Clock wires, drivers and flops:
Bar = 10 um.
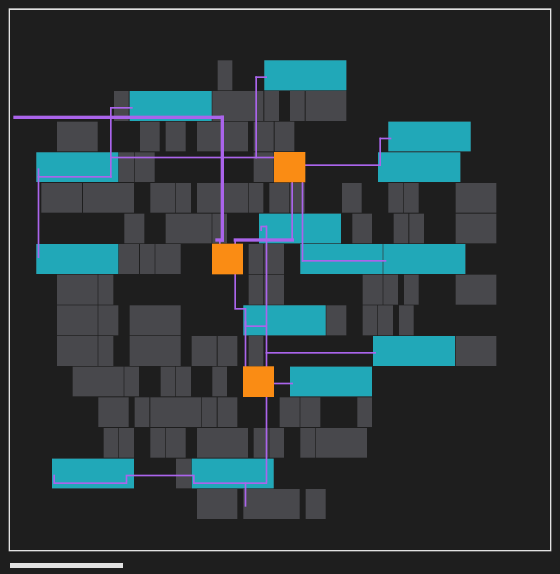
Gate families picked out:
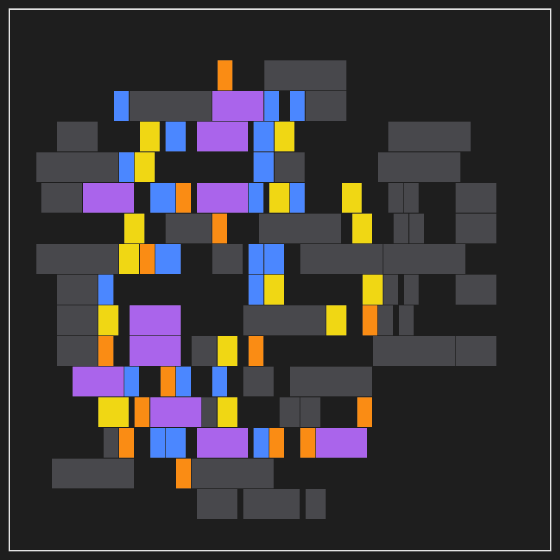
Register map, names as in the netlist:
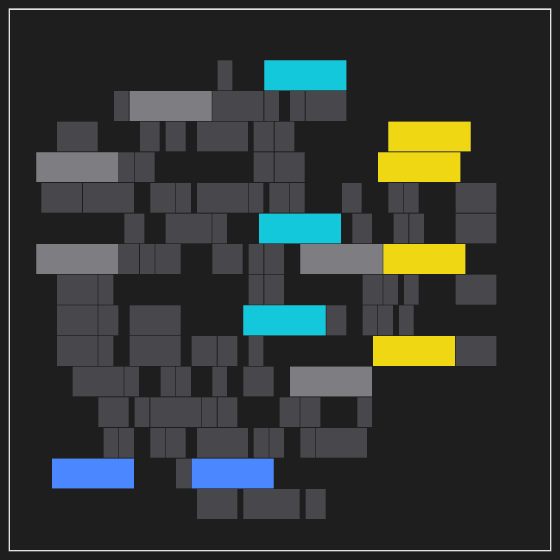
Clock nets:
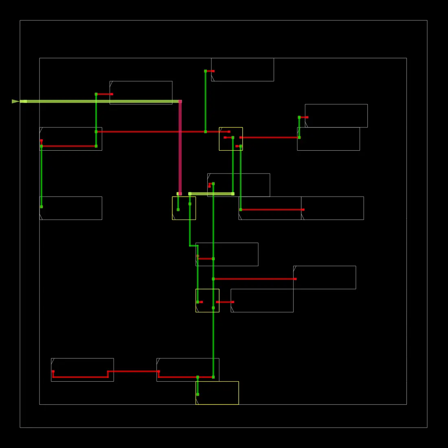
Drive-strength map:
Bar = 10 um.
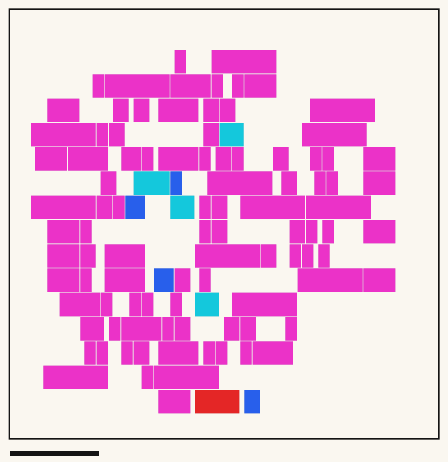
===== config.mk =====
export PLATFORM = sky130hd
export DESIGN_NAME = mux_scan_flat
export DESIGN_NICKNAME = d
export VERILOG_FILES = /design/src/rtl/mux_scan_pkg.sv /design/src/rtl/mux_scan_if.sv /design/src/rtl/mux_scan_settle.sv /design/src/rtl/mux_scan.sv /design/src/flat_wrapper.sv
export SDC_FILE = /design/constraint.sdc
export NUM_CORES = 1
export LEC_CHECK = 0
export ABC_AREA = 1
export CORE_MARGIN = 2
export CORE_UTILIZATION = 36
export DETAILED_ROUTE_END_ITERATION = 8
export GPL_TIMING_DRIVEN = 0
export PLACE_DENSITY_LB_ADDON = 0.25
export SYNTH_ARGS = -nofsm -noshare
export SYNTH_HDL_FRONTEND = slang
export SYNTH_SLANG_ARGS = --single-unit
export TNS_END_PERCENT = 50

===== constraint.sdc =====
create_clock -name i_clk -period 2 [get_ports i_clk]
set_input_delay 0.3 -clock i_clk [delete_from_list [all_inputs] [get_ports i_clk]]
set_output_delay 0.3 -clock i_clk [all_outputs]
set_load 0.01 [all_outputs]

===== src/rtl/mux_scan_pkg.sv =====
// Shared types and sizing for the mux scanner: state encoding, channel count, select width.
// Pure declarations; no timing or backpressure of its own.
package mux_scan_pkg;

  typedef enum logic [1:0] {
    ST_IDLE   = 2'd0,
    ST_SETTLE = 2'd1,
    ST_SAMPLE = 2'd2,
    ST_FIN    = 2'd3
  } state_t;

  localparam int CH_N  = 4;
  localparam int SEL_W = 2;

  // Settle counter only needs to reach SETTLE-1, so clog2(SETTLE+1) bits cover it.
  function automatic int cnt_w(input int settle);
    return $clog2(settle + 1);
  endfunction

endpackage


===== src/rtl/mux_scan_if.sv =====
// Scanner-facing bundle: scan handshake (start/busy/done/data) plus mux controls (c/g) and mux output y.
// cont exists only when MUX_SCAN_CONT_EN is defined; master is the scanner side, slave the environment side.
interface mux_scan_if;
  import mux_scan_pkg::*;

  logic              start;
  logic              busy;
  logic              done;
  logic              g;
  logic [SEL_W-1:0]  c;
  logic              y;
  logic [CH_N-1:0]   data;

`ifdef MUX_SCAN_CONT_EN
  logic              cont;

  modport master (
    input  start,
    input  y,
    input  cont,
    output busy,
    output done,
    output g,
    output c,
    output data
  );

  modport slave (
    output start,
    output y,
    output cont,
    input  busy,
    input  done,
    input  g,
    input  c,
    input  data
  );
`else
  modport master (
    input  start,
    input  y,
    output busy,
    output done,
    output g,
    output c,
    output data
  );

  modport slave (
    output start,
    output y,
    input  busy,
    input  done,
    input  g,
    input  c,
    input  data
  );
`endif

endinterface


===== src/rtl/mux_scan_settle.sv =====
// Settle timer: counts while enabled, clears on request, flags the cycle where count reaches SETTLE-1.
// Zero-latency combinational expire from the registered count; no backpressure.
module mux_scan_settle
  import mux_scan_pkg::*;
#(
  parameter int SETTLE = 2
)
(
  input  logic i_clk,
  input  logic i_rst,
  input  logic i_clr,
  input  logic i_en,
  output logic o_expire
);

  localparam int CW = cnt_w(SETTLE);

  generate
    if (SETTLE < 1 || SETTLE > 15) begin : g_bad_settle
      $error("mux_scan_settle: SETTLE must be in 1..15");
    end
  endgenerate

  logic [CW-1:0] r_cnt;

  always_ff @(posedge i_clk) begin
    if (i_rst) begin
      r_cnt <= '0;
    end else if (i_clr) begin
      r_cnt <= '0;
    end else if (i_en) begin
      r_cnt <= r_cnt + CW'(1);
    end
  end

  assign o_expire = (r_cnt == CW'(SETTLE - 1));

endmodule


===== src/rtl/mux_scan.sv =====
// mux_scan: drives C/G of a 4:1 mux, samples Y per channel after SETTLE cycles, publishes DATA with a DONE pulse.
// Latency 4*(SETTLE+1)+1 cycles from START; START ignored while BUSY; MUX_SCAN_CONT_EN adds CONT for back-to-back scans.
module mux_scan
  import mux_scan_pkg::*;
#(
  parameter int SETTLE = 2
)
(
  input  logic       i_clk,
  input  logic       i_rst,
  mux_scan_if.master io_scan
);

  localparam logic [SEL_W-1:0] LAST_CH = SEL_W'(CH_N - 1);

  state_t            r_state;
  state_t            w_state_nxt;
  logic              r_g;
  logic              w_g_nxt;
  logic [SEL_W-1:0]  r_c;
  logic [SEL_W-1:0]  w_c_nxt;
  logic [CH_N-1:0]   r_data;
  logic [CH_N-1:0]   w_data_nxt;
  logic [CH_N-2:0]   r_shadow;
  logic [CH_N-2:0]   w_shadow_nxt;
  logic              w_tmr_en;
  logic              w_tmr_clr;
  logic              w_expire;

  // Timer runs only in SETTLE; every other state holds it at zero so each channel starts fresh.
  assign w_tmr_en  = (r_state == ST_SETTLE);
  assign w_tmr_clr = ~w_tmr_en;

  mux_scan_settle #(
    .SETTLE   (SETTLE)
  ) u_settle (
    .i_clk    (i_clk),
    .i_rst    (i_rst),
    .i_clr    (w_tmr_clr),
    .i_en     (w_tmr_en),
    .o_expire (w_expire)
  );

  always_ff @(posedge i_clk) begin
    if (i_rst) begin
      r_state  <= ST_IDLE;
      r_g      <= 1'b1;
      r_c      <= '0;
      r_data   <= '0;
      r_shadow <= '0;
    end else begin
      r_state  <= w_state_nxt;
      r_g      <= w_g_nxt;
      r_c      <= w_c_nxt;
      r_data   <= w_data_nxt;
      r_shadow <= w_shadow_nxt;
    end
  end

  always_comb begin
    w_state_nxt  = r_state;
    w_g_nxt      = r_g;
    w_c_nxt      = r_c;
    w_data_nxt   = r_data;
    w_shadow_nxt = r_shadow;
    unique case (r_state)
      ST_IDLE: begin
        w_g_nxt = 1'b1;
        w_c_nxt = '0;
        if (io_scan.start) begin
          w_state_nxt = ST_SETTLE;
          w_g_nxt     = 1'b0;
        end
      end
      ST_SETTLE: begin
        if (w_expire) begin
          w_state_nxt = ST_SAMPLE;
        end
      end
      ST_SAMPLE: begin
        // Last channel's Y goes straight into DATA so DATA moves exactly once per scan.
        if (r_c != LAST_CH) begin
          w_shadow_nxt[r_c] = io_scan.y;
          w_c_nxt           = r_c + SEL_W'(1);
          w_state_nxt       = ST_SETTLE;
        end else begin
          w_data_nxt  = {io_scan.y, r_shadow};
          w_state_nxt = ST_FIN;
        end
      end
      ST_FIN: begin
`ifdef MUX_SCAN_CONT_EN
        if (io_scan.cont) begin
          w_state_nxt = ST_SETTLE;
          w_c_nxt     = '0;
          w_g_nxt     = 1'b0;
        end else begin
          w_state_nxt = ST_IDLE;
          w_c_nxt     = '0;
          w_g_nxt     = 1'b1;
        end
`else
        w_state_nxt = ST_IDLE;
        w_c_nxt     = '0;
        w_g_nxt     = 1'b1;
`endif
      end
      default: begin
        w_state_nxt = ST_IDLE;
        w_c_nxt     = '0;
        w_g_nxt     = 1'b1;
      end
    endcase
  end

  assign io_scan.busy = (r_state != ST_IDLE);
  assign io_scan.done = (r_state == ST_FIN);
  assign io_scan.g    = r_g;
  assign io_scan.c    = r_c;
  assign io_scan.data = r_data;

  a_g_low_busy: assert property (@(posedge i_clk) disable iff (i_rst)
    (r_state != ST_IDLE) |-> !r_g);

  a_fin_last_ch: assert property (@(posedge i_clk) disable iff (i_rst)
    (r_state == ST_FIN) |-> (r_c == LAST_CH));

endmodule


===== src/flat_wrapper.sv =====
// flat-port wrapper written by rule: the top's interface ports become plain ports
module mux_scan_flat import mux_scan_pkg::*;
#(
  parameter int SETTLE = 2
)
  (i_clk, i_rst, io_scan_start, io_scan_y, io_scan_busy, io_scan_done, io_scan_g, io_scan_c, io_scan_data);
  mux_scan_if io_scan_i ();
  input  logic i_clk;
  input  logic i_rst;
  input wire logic [$bits(io_scan_i.start)-1:0] io_scan_start;
  input wire logic [$bits(io_scan_i.y)-1:0] io_scan_y;
  output wire logic [$bits(io_scan_i.busy)-1:0] io_scan_busy;
  output wire logic [$bits(io_scan_i.done)-1:0] io_scan_done;
  output wire logic [$bits(io_scan_i.g)-1:0] io_scan_g;
  output wire logic [$bits(io_scan_i.c)-1:0] io_scan_c;
  output wire logic [$bits(io_scan_i.data)-1:0] io_scan_data;
  assign io_scan_i.start = io_scan_start;
  assign io_scan_i.y = io_scan_y;
  assign io_scan_busy = io_scan_i.busy;
  assign io_scan_done = io_scan_i.done;
  assign io_scan_g = io_scan_i.g;
  assign io_scan_c = io_scan_i.c;
  assign io_scan_data = io_scan_i.data;
  mux_scan #(.SETTLE(SETTLE)) u_core (.i_clk(i_clk), .i_rst(i_rst), .io_scan(io_scan_i));
endmodule

==> results.json <==
{
  "outcome": "completed",
  "drc": 0,
  "synthAoiAreaFrac_pct": 11.2,
  "p_seq_share_pct": 39.1,
  "r2r-end": "u_core.r_state[0]",
  "num_vias": 574,
  "crit_required_ns": 1.70,
  "gp_congestion": 0.748,
  "cts.repair.resized": 0,
  "tool_warnings": 33,
  "wl_met1_um": 571,
  "antenna_found_initial": 0,
  "nets": 119,
  "viasPerCell": 4.45,
  "synth_area_sq_um": 696,
  "synth_nets": 103,
  "ys_cells": 89,
  "total_power_uw": 903,
  "drt_wl_total_mm": 1.16,
  "hold_viol": 0,
  "avgSynthCellArea_sq_um": 7.82,
  "overflow": 0,
  "clkPwrFrac_pct": 22.6,
  "postCtsSetupRepairBufs": 0,
  "crit_top_cell": "inv_1",
  "top_cell_area_share_pct": 40.3,
  "fillCellCount": 190,
  "ys_sh_mux_pct": 0,
  "setup_viol": 0,
  "regToRegSetupSlack_ns": 0.57,
  "yosys_warnings": 0,
  "rsz0062_at_grt": "no",
  "dp_slack_ns": 0.412,
  "placed_cells": 125,
  "holdPathEnd": "u_core.io_scan.c[1]",
  "cts_root_buffer": "clkbuf_4",
  "drv_slew": 0,
  "xor_area_share_pct": 0,
  "ys_sh_simple_pct": 22.3,
  "top_layer": "met4",
  "top_level_ports": 13,
  "period_needed_ns": 1.89,
  "max_slew_margin_pct": 84.2,
  "wl_met2_um": 526,
  "dr.first_iter.drc_count": 2,
  "worst_pin_slew_ns": 0.235,
  "drt_pass1_iterations": 2,
  "row_count": 15,
  "area_leaders": "dfxtp_1 (40%), ha_1 (18%), nand2_1 (7.6%)",
  "grt_pass1_wl_mm": 1.79,
  "finalSetupTns_ns": 0,
  "post-route-period-util_pct": 94.7,
  "cp_max_fo": 5,
  "syn_inst": 89,
  "yosys.area.top_type": "dfxtp_1",
  "holdCritStartpoint": "i_rst",
  "clock.fmax_mhz": 528,
  "crit_path_start_kind": "flop",
  "p_switching_uw": 318,
  "drt-wirelength-per-cell_um": 9.02,
  "grt_pass1_vias": 438,
  "seq_area_frac_synth_pct": 40.3,
  "worst_setup_path_end_kind": "output pin",
  "finalInstanceArea_sq_um": 873,
  "fp.dieH_um": 48.0,
  "critPathArrivalTime_ns": 1.59,
  "initCoreUtil_pct": 39.4,
  "io_buffers": 11,
  "timing.rr.start": "u_core.r_state[0]",
  "cts_buffer_depth": 2,
  "dr_wl_met3_um": 55,
  "yosys.area_share.adder_pct": 18.0,
  "cts_tree": "built",
  "intPower_uw": 585,
  "grt_usage_pct": 11.5,
  "dp_hpwl_um": 898,
  "final_cell_mix": "nand2_1 (14), dfxtp_1 (14), inv_1 (13)",
  "top_logic_kind": "simple AND/OR/NAND/NOR gates",
  "antenna_left": 0,
  "drv_cap": 0,
  "ir_drop_v": 0.000562,
  "hold_depth": 2,
  "chip_area_sq_mm": 0.00230,
  "grt_max_degree": 11,
  "r2r_cells": 5,
  "hold_path.class": "input pin to flop",
  "slowest_delay_ns": 0.52
}
## Picture notes: 'clock wires, drivers and flops'
legend:
  flip-flops:
    color: cyan
    count: 14
  clock wires:
    color: purple
    length: 190 um
  clock-net drivers:
    color: orange
    count: 3
routed clock nets: 4
flops lie: spread over the die
Clock Skew: 0.00308 ns
clk pwr: 204 uW
clock latency on the worst-skew pair: 0.28 ns

## Picture notes: 'gate families picked out'
legend:
  inv cells:
    color: orange
    cells: 14
  nand cells:
    color: blue
    cells: 21
  aoi and oai cells:
    color: yellow
    cells: 15
  fa/ha/maj cells:
    color: purple
    cells: 10
fin cells: 129
combinational share of cell area: 41.0%

## Picture notes: 'register map, names as in the netlist'
legend:
  `u_core.io_scan.data`:
    color: yellow
    sequential_cells: 4
  `u_core.r_shadow`:
    color: cyan
    sequential_cells: 3
  `u_core.r_state`:
    color: blue
    sequential_cells: 2
not colored: 5
P_seq: 353 uW
Reg area: 280 sq um
flop share of the area: 32.1%
Finished Core Util: 49.5%

## Picture notes: 'clock nets'
flop count: 14
TritonCTS buffer count: 3
clk sink count: 14
clock buffer count: 4

## Picture notes: 'drive-strength map'
legend:
  x1 and smaller:
    color: magenta
    cells: 95
  x2:
    color: blue
    cells: 4
  x6 and larger:
    color: red
    cells: 1
    most_used: clkbuf_8
  x3 and x4:
    color: cyan
    cells: 4
    most_used: clkbuf_4
final setup margin: 0.106 ns
synthesis-to-layout area growth: 25.5%

## power groups by stage
stage	sequential, uW	clock, uW	combinational [uW]
global route	359	226	390
finish	353	204	346
floorplan	358	0	240
CTS	353	212	351
detailed placement	359	0	349
global placement	358	0	347
## final cells by class
| type | count | share of cell area (%) |
|---|---|---|
| multi-input combinational | 60 | 41.0 |
| sequential | 14 | 32.1 |
| timing repair buffer | 11 | 12.6 |
| inverter | 14 | 6.02 |
| clock buffer | 4 | 4.15 |
| tap | 25 | 3.58 |
| buffer | 1 | 0.573 |
## flip-flops by register name (all words and copies together) (netlist names)
| register | count |
|---|---|
| u_core.r_state | 2 |
| u_core.u_settle.r_cnt | 2 |
| u_core.r_shadow | 3 |
| u_core.io_scan.data | 4 |
| u_core.io_scan.c | 2 |
| u_core.io_scan.g | 1 |
## how the worst max path moves through the flow
stage,from,end,slack [ns],depth (start not counted)
final,u_core.r_state[0],io_scan_busy,0.11,4
after global routing,u_core.r_state[0],io_scan_busy,0.01,4
after CTS,u_core.r_state[0],io_scan_busy,0.1,4
after detailed placement,u_core.r_state[0],io_scan_busy,0.41,4
after global placement,u_core.r_state[0],io_scan_busy,0.43,4
after floorplan,u_core.r_state[0],u_core.r_state[0],0.70,5
## per-layer routing
layer  vias up  track usage, %
met4         0            6.49
met1       244            13.4
li1        316               -
met5         -               0
met2        12            18.4
met3         2            3.77
## cells in the mapped netlist
cell / count
dfxtp_1: 14
nand2_1: 14
inv_1: 13
ha_1: 10
nor2_1: 10
a21oi_1: 7
o21ai_0: 7
nand3_1: 5
nor3_1: 2
buf_2: 1
inv_2: 1
nand2_2: 1
nand4_1: 1
nor2_4: 1
o21bai_1: 1
or2_2: 1
## critical path, delay by kind of cell (launching register included)
kind,cells,cell delay (ns)
fa+ha+maj,1,0.22
buf+inv,3,0.68
flops,1,0.42
Power and IR drop assume default switching activity.
